## src/rtl/aon_adc_seq.sv

```systemverilog
// Sequencer for the shared always-on SAR ADC. It powers the ADC up, waits for it to settle,
// starts a conversion and captures the result. Baseband requests have fixed priority over software requests.
module aon_adc_seq #(
    parameter int unsigned DW       = 12,
    parameter int unsigned CNT_W    = 8,
    parameter bit          KEEP_PWR = 1'b0
) (
    input  logic             i_clk,
    input  logic             i_rst,
    input  logic             i_en,
    input  logic             i_bb_req,
    input  logic             i_sw_req,
    input  logic [CNT_W-1:0] i_settle_cnt,
    input  logic [CNT_W-1:0] i_conv_timeout,
    input  logic             i_err_clr,
    output logic             o_adc_pwr_en,
    output logic             o_adc_soc,
    input  logic             i_adc_eoc,
    input  logic [DW-1:0]    i_adc_dout,
    output logic [DW-1:0]    o_bb_data,
    output logic             o_bb_vld,
    output logic [DW-1:0]    o_sw_data,
    output logic             o_sw_vld,
    output logic             o_busy,
    output logic             o_timeout_err,
    output logic             o_bb_ovr,
    output logic             o_sw_ovr
);

    localparam logic [2:0] ST_IDLE  = 3'd0;
    localparam logic [2:0] ST_PWRUP = 3'd1;
    localparam logic [2:0] ST_SOC   = 3'd2;
    localparam logic [2:0] ST_CONV  = 3'd3;
    localparam logic [2:0] ST_DONE  = 3'd4;

    localparam logic [CNT_W-1:0] CNT_ONE = {{(CNT_W-1){1'b0}}, 1'b1};

    logic [2:0]       state_q, state_d;
    logic [CNT_W-1:0] cnt_q, cnt_d;
    logic             bb_pend_q, bb_pend_d;
    logic             sw_pend_q, sw_pend_d;
    logic             grant_sw_q, grant_sw_d;
    logic             pwr_up_q, pwr_up_d;
    logic [DW-1:0]    bb_data_q, bb_data_d;
    logic [DW-1:0]    sw_data_q, sw_data_d;
    logic             timeout_err_q, timeout_err_d;
    logic             bb_ovr_q, bb_ovr_d;
    logic             sw_ovr_q, sw_ovr_d;

    logic st_idle, st_soc, st_conv, st_done;
    logic cnt_zero;
    logic grant, grant_bb, grant_sw;
    logic eoc_hit, timeout_hit;
    logic bb_ovr_set, sw_ovr_set;

    assign st_idle  = (state_q == ST_IDLE);
    assign st_soc   = (state_q == ST_SOC);
    assign st_conv  = (state_q == ST_CONV);
    assign st_done  = (state_q == ST_DONE);
    assign cnt_zero = (cnt_q == '0);

    assign grant    = i_en & st_idle & (bb_pend_q | sw_pend_q);
    assign grant_bb = grant & bb_pend_q;
    assign grant_sw = grant & ~bb_pend_q;

    // eoc takes precedence over an expiring timeout in the same cycle.
    assign eoc_hit     = i_en & st_conv & i_adc_eoc;
    assign timeout_hit = i_en & st_conv & ~i_adc_eoc & cnt_zero;

    // A request is dropped only if its own pend is set and is not being granted this cycle.
    assign bb_ovr_set = i_en & i_bb_req & bb_pend_q & ~grant_bb;
    assign sw_ovr_set = i_en & i_sw_req & sw_pend_q & ~grant_sw;

    always_comb begin
        // NOTE: every variable gets a default first so no path leaves it unassigned (no latch).
        state_d    = state_q;
        cnt_d      = cnt_q;
        grant_sw_d = grant_sw_q;
        pwr_up_d   = pwr_up_q;

        if (!i_en) begin
            state_d  = ST_IDLE;
            pwr_up_d = 1'b0;
        end else begin
            case (state_q)
                ST_IDLE: begin
                    if (KEEP_PWR == 1'b0) begin
                        pwr_up_d = 1'b0;
                    end
                    if (grant) begin
                        grant_sw_d = grant_sw;
                        if (pwr_up_q) begin
                            state_d = ST_SOC;
                        end else begin
                            state_d = ST_PWRUP;
                            cnt_d   = i_settle_cnt;
                        end
                    end
                end
                ST_PWRUP: begin
                    pwr_up_d = 1'b1;
                    if (cnt_zero) begin
                        state_d = ST_SOC;
                    end else begin
                        cnt_d = cnt_q - CNT_ONE;
                    end
                end
                ST_SOC: begin
                    cnt_d   = i_conv_timeout;
                    state_d = ST_CONV;
                end
                ST_CONV: begin
                    if (eoc_hit) begin
                        state_d = ST_DONE;
                    end else if (timeout_hit) begin
                        state_d = ST_IDLE;
                        if (KEEP_PWR == 1'b0) begin
                            pwr_up_d = 1'b0;
                        end
                    end else begin
                        cnt_d = cnt_q - CNT_ONE;
                    end
                end
                ST_DONE: begin
                    state_d = ST_IDLE;
                    if (KEEP_PWR == 1'b0) begin
                        pwr_up_d = 1'b0;
                    end
                end
                default: begin
                    state_d = ST_IDLE;
                end
            endcase
        end
    end

    always_comb begin
        bb_pend_d = 1'b0;
        sw_pend_d = 1'b0;
        if (i_en) begin
            bb_pend_d = (bb_pend_q & ~grant_bb) | i_bb_req;
            sw_pend_d = (sw_pend_q & ~grant_sw) | i_sw_req;
        end
    end

    always_comb begin
        bb_data_d = bb_data_q;
        sw_data_d = sw_data_q;
        if (eoc_hit) begin
            if (grant_sw_q) begin
                sw_data_d = i_adc_dout;
            end else begin
                bb_data_d = i_adc_dout;
            end
        end
    end

    // Setting a sticky flag takes precedence over clearing it in the same cycle.
    assign timeout_err_d = timeout_hit | (timeout_err_q & ~i_err_clr);
    assign bb_ovr_d      = bb_ovr_set  | (bb_ovr_q & ~i_err_clr);
    assign sw_ovr_d      = sw_ovr_set  | (sw_ovr_q & ~i_err_clr);

    always_ff @(posedge i_clk or posedge i_rst) begin
        if (i_rst) begin
            state_q       <= ST_IDLE;
            cnt_q         <= '0;
            bb_pend_q     <= 1'b0;
            sw_pend_q     <= 1'b0;
            grant_sw_q    <= 1'b0;
            pwr_up_q      <= 1'b0;
            bb_data_q     <= '0;
            sw_data_q     <= '0;
            timeout_err_q <= 1'b0;
            bb_ovr_q      <= 1'b0;
            sw_ovr_q      <= 1'b0;
        end else begin
            // NOTE: non-blocking assignments so every register samples pre-edge values.
            state_q       <= state_d;
            cnt_q         <= cnt_d;
            bb_pend_q     <= bb_pend_d;
            sw_pend_q     <= sw_pend_d;
            grant_sw_q    <= grant_sw_d;
            pwr_up_q      <= pwr_up_d;
            bb_data_q     <= bb_data_d;
            sw_data_q     <= sw_data_d;
            timeout_err_q <= timeout_err_d;
            bb_ovr_q      <= bb_ovr_d;
            sw_ovr_q      <= sw_ovr_d;
        end
    end

    // The power enable is decoded from state, so an async reset drops it without waiting for a clock edge.
    assign o_adc_pwr_en  = ~st_idle | (KEEP_PWR && pwr_up_q);
    assign o_adc_soc     = i_en & st_soc;
    assign o_bb_vld      = i_en & st_done & ~grant_sw_q;
    assign o_sw_vld      = i_en & st_done & grant_sw_q;
    assign o_bb_data     = bb_data_q;
    assign o_sw_data     = sw_data_q;
    assign o_busy        = ~st_idle;
    assign o_timeout_err = timeout_err_q;
    assign o_bb_ovr      = bb_ovr_q;
    assign o_sw_ovr      = sw_ovr_q;

endmodule

```

## config.mk

```make
export PLATFORM = sky130hd
export DESIGN_NAME = aon_adc_seq
export DESIGN_NICKNAME = d
export VERILOG_FILES = /design/src/rtl/aon_adc_seq.sv
export SDC_FILE = /design/constraint.sdc
export NUM_CORES = 1
export LEC_CHECK = 0
export CORE_MARGIN = 4
export CORE_UTILIZATION = 40
export DETAILED_ROUTE_END_ITERATION = 7
export HOLD_SLACK_MARGIN = 0.06
export PLACE_DENSITY = 0.72
export SLEW_MARGIN = 10
export SYNTH_ARGS = -nofsm -noshare
export SYNTH_HDL_FRONTEND = slang
export SYNTH_SLANG_ARGS = --single-unit
export TNS_END_PERCENT = 1
```

## constraint.sdc

```tcl
create_clock -name i_clk -period 3.71 [get_ports i_clk]
set_input_delay 0.742 -clock i_clk [delete_from_list [all_inputs] [get_ports i_clk]]
set_output_delay 0.742 -clock i_clk [all_outputs]
set_load 0.03 [all_outputs]
```

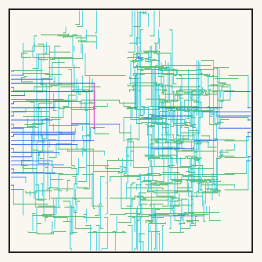
**Above:** metal layers overlaid.
(3 px per um)
legend:
  M2:
    colour: cyan
    wire_length: 2,490 um
  M1:
    colour: green
    wire_length: 2,110 um
  M3:
    colour: blue
    wire_length: 474 um
  M4:
    colour: magenta
    wire_length: 25.8 um
via count: 1,728
aggregate global-route resource usage: 17.2%
drt total wl: 5.11 mm

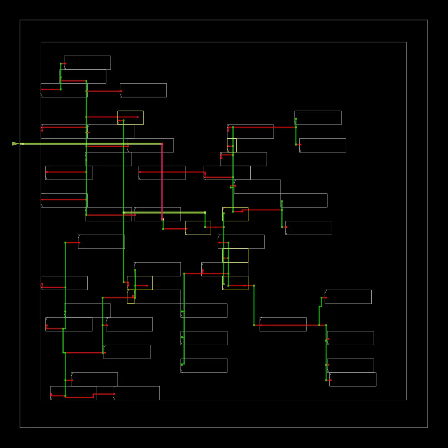
**Above:** the clock network.
power in the clock group: 0.000295 W
Late-Pin Clk Latency: 280 ps
clock buf count: 7
clock sink total: 42
CTS buffer count: 5

==> results.sh <==
# source this file to load flow results
export IMPL_ff2ff_path_depth=4
export IMPL_status="complete, no violations"
export IMPL_path_class="flip-flop to output pin"
export IMPL_globalRouteOverflowTotal=0
export IMPL_cts_tree="yes"
export IMPL_die_width_um=80.5
export IMPL_whs_path_depth=1
export IMPL_place_gp_congestion=0.812
export IMPL_numPortBuffers=66
export IMPL_dpl_hpwl_mm=3.83
export IMPL_yosysWarnings=0
export IMPL_drive_gt1_share_pct=17.5
export IMPL_grt_pass1_vias=1822
export IMPL_async_flop_share_pct=100
export IMPL_area_growth_syn_to_layout_pct=38.8
export IMPL_met2_usage_pct=27.9
export IMPL_fin_ws_ps=692
export IMPL_antenna_left=0
export IMPL_drtIter0Drc=136
export IMPL_hold_viol_final=0
export IMPL_grt_max_degree=22
export IMPL_ys_seq_share_pct=49.9
export IMPL_p_total_w=0.00213
export IMPL_synth_top_cells_by_count="42 x dfrtp_1, 24 x mux2_2, 16 x nor2_1, 14 x o21ai_0"
export IMPL_warnings=26
export IMPL_post_synth_top_area_cell="dfrtp_1"
export IMPL_syn_nets=233
export IMPL_worstPathArrival_ps=2280
export IMPL_reg2reg_from="state_q[2]"
export IMPL_drv_cap=0
export IMPL_grt_use_met1_pct=21.0
export IMPL_hold_class="flip-flop to flip-flop"
export IMPL_syn_inst=197
export IMPL_antenna_found_initial=0
export IMPL_routedWlPerCell_um=15.3
export IMPL_startpoint="state_q[1]"
export IMPL_dr_pass1_iters=4
export IMPL_avgViaCountPerCell=5.19
export IMPL_ys_chip_area_sq_um=2100
export IMPL_grt_busiest_layer="met2"
export IMPL_syn_avg_cell_area_sq_um=10.7
export IMPL_fp_util_pct=41.2
export IMPL_top_cell="dfrtp_1"
export IMPL_ys_ff=42
export IMPL_yosysCellCount=197
export IMPL_setup_violations_final=0
export IMPL_postCtsSetupBuffers=0
export IMPL_ir_drop_uv=387
export IMPL_cp_max_fo=20
export IMPL_nFillCells=467
export IMPL_worstMarginPinSlew_ps=802
export IMPL_drc=0
export IMPL_use_met3_pct=7.40
export IMPL_fin_crit_sh_pct=81.4
export IMPL_io_pins=67
export IMPL_root_buffer="clkbuf_8"
export IMPL_nets=298
export IMPL_fp_dieH_um=80.5
export IMPL_finalClockSkew_ps=1.75
export IMPL_cp_required_ps=2970
export IMPL_setup_tns_ps=0
export IMPL_reg2reg_slack_ps=1350
export IMPL_grt_pass1_wl_mm=8.64
export IMPL_rsz0062_at_grt="false"
export IMPL_relSlewSlack_pct=46.4
export IMPL_leakage_nw=1.23
export IMPL_p_per_area_nw_per_um2=728
export IMPL_clk_pin_slew_ps=80
export IMPL_ff_type="dfrtp_1"
export IMPL_cts_buffer_depth=2
export IMPL_cp_start_kind="flip-flop"
export IMPL_reg2reg_to="cnt_q[0]"
worst min-delay path by stage:
stage / from / endpoint / slack, ps
6_report: o_sw_data[7] / o_sw_data[7] / 510
5_1_grt: o_sw_data[11] / o_sw_data[11] / 530
2_1_floorplan: cnt_q[2] / cnt_q[2] / 480
4_1_cts: o_sw_data[7] / o_sw_data[7] / 510
3_5_place_dp: o_sw_data[8] / o_sw_data[8] / 490
3_3_place_gp: o_sw_data[7] / o_sw_data[7] / 490
critical path, stage by stage, from the launching register on:
cell and delay, ps:
dfrtp_1 610, nor2_1 410, nand3_1 160, nor2_1 130, clkdlybuf4s50_1 680
layout make-up:
class | count | area [sq um] | area share (%)
Clock buffer | 7 | 86.3 | 2.96
Clock inverter | 1 | 5.00 | 0.171
Inverter | 11 | 41.3 | 1.41
Multi-Input combinational cell | 131 | 951 | 32.6
Sequential cell | 42 | 1050 | 36.0
Tap cell | 70 | 87.6 | 3.00
Timing Repair Buffer | 71 | 698 | 23.9
per-layer routing:
metal,vias to the layer above,wire length (um)
met3,4,474
met2,58,2490
met4,0,25
met1,830,2110
li1,836,-
met5,-,0
state kept, by name (all words and copies together), names as in the netlist:
name,count
bb_pend_q,1
state_q,3
o_bb_data,12
cnt_q,8
o_sw_data,12
sw_pend_q,1
o_timeout_err,1
pwr_up_q,1
o_sw_ovr,1
grant_sw_q,1
o_bb_ovr,1
through the flow:
| step | cells | area, sq um | utilization (%) | hold WS, ps |
|---|---|---|---|---|
| 2_1_floorplan | 197 | 2100 | - | 481 |
| 3_3_place_gp | 325 | 2830 | 55.4 | 487 |
| 3_5_place_dp | 325 | 2830 | 55.4 | 492 |
| 4_1_cts | 333 | 2920 | 57.2 | 513 |
| 5_1_grt | 333 | 2920 | 57.2 | 529 |
| 6_report | 333 | 2920 | 57.2 | 506 |
power breakdown:
| group | internal [W] | switching [W] | leakage (nW) |
|---|---|---|---|
| clock | 0.000150 | 0.000145 | 0.0482 |
| combinational | 0.000477 | 0.000586 | 0.637 |
| sequential | 0.000628 | 0.000140 | 0.543 |
cells by family after synthesis:
kind of cell,Yosys count,synth area share [%]
multiplexers,24,12.8
buffers and inverters,24,5.11
AND/OR/NAND/NOR,51,13.7
AND-OR/OR-AND,55,17.8
adder cells (fa/ha/maj),1,0.594
flip-flops,42,49.9
cell usage in the layout, fill, tap and decap left out, types with 2 or more instances in the layout:
cell type	netlist	routed
nand3b_1	3	3
o21a_1	2	2
a221oi_1	2	2
clkbuf_8	0	6
o31ai_1	8	8
o22ai_1	4	4
nand2b_1	6	6
nor3b_1	3	3
nor2_1	16	16
or3b_2	3	3
a31oi_1	3	3
nor3_1	4	3
clkdlybuf4s50_1	0	66
nand3_1	3	3
and3_1	2	2
o31a_1	2	2
dfrtp_1	42	42
inv_1	11	11
a21oi_1	11	11
buf_4	1	5
o21ai_0	14	14
mux2_2	24	24
or2_2	2	2
nand2_1	3	3
Power figures rest on the tool's default switching activity, not on a simulated workload.
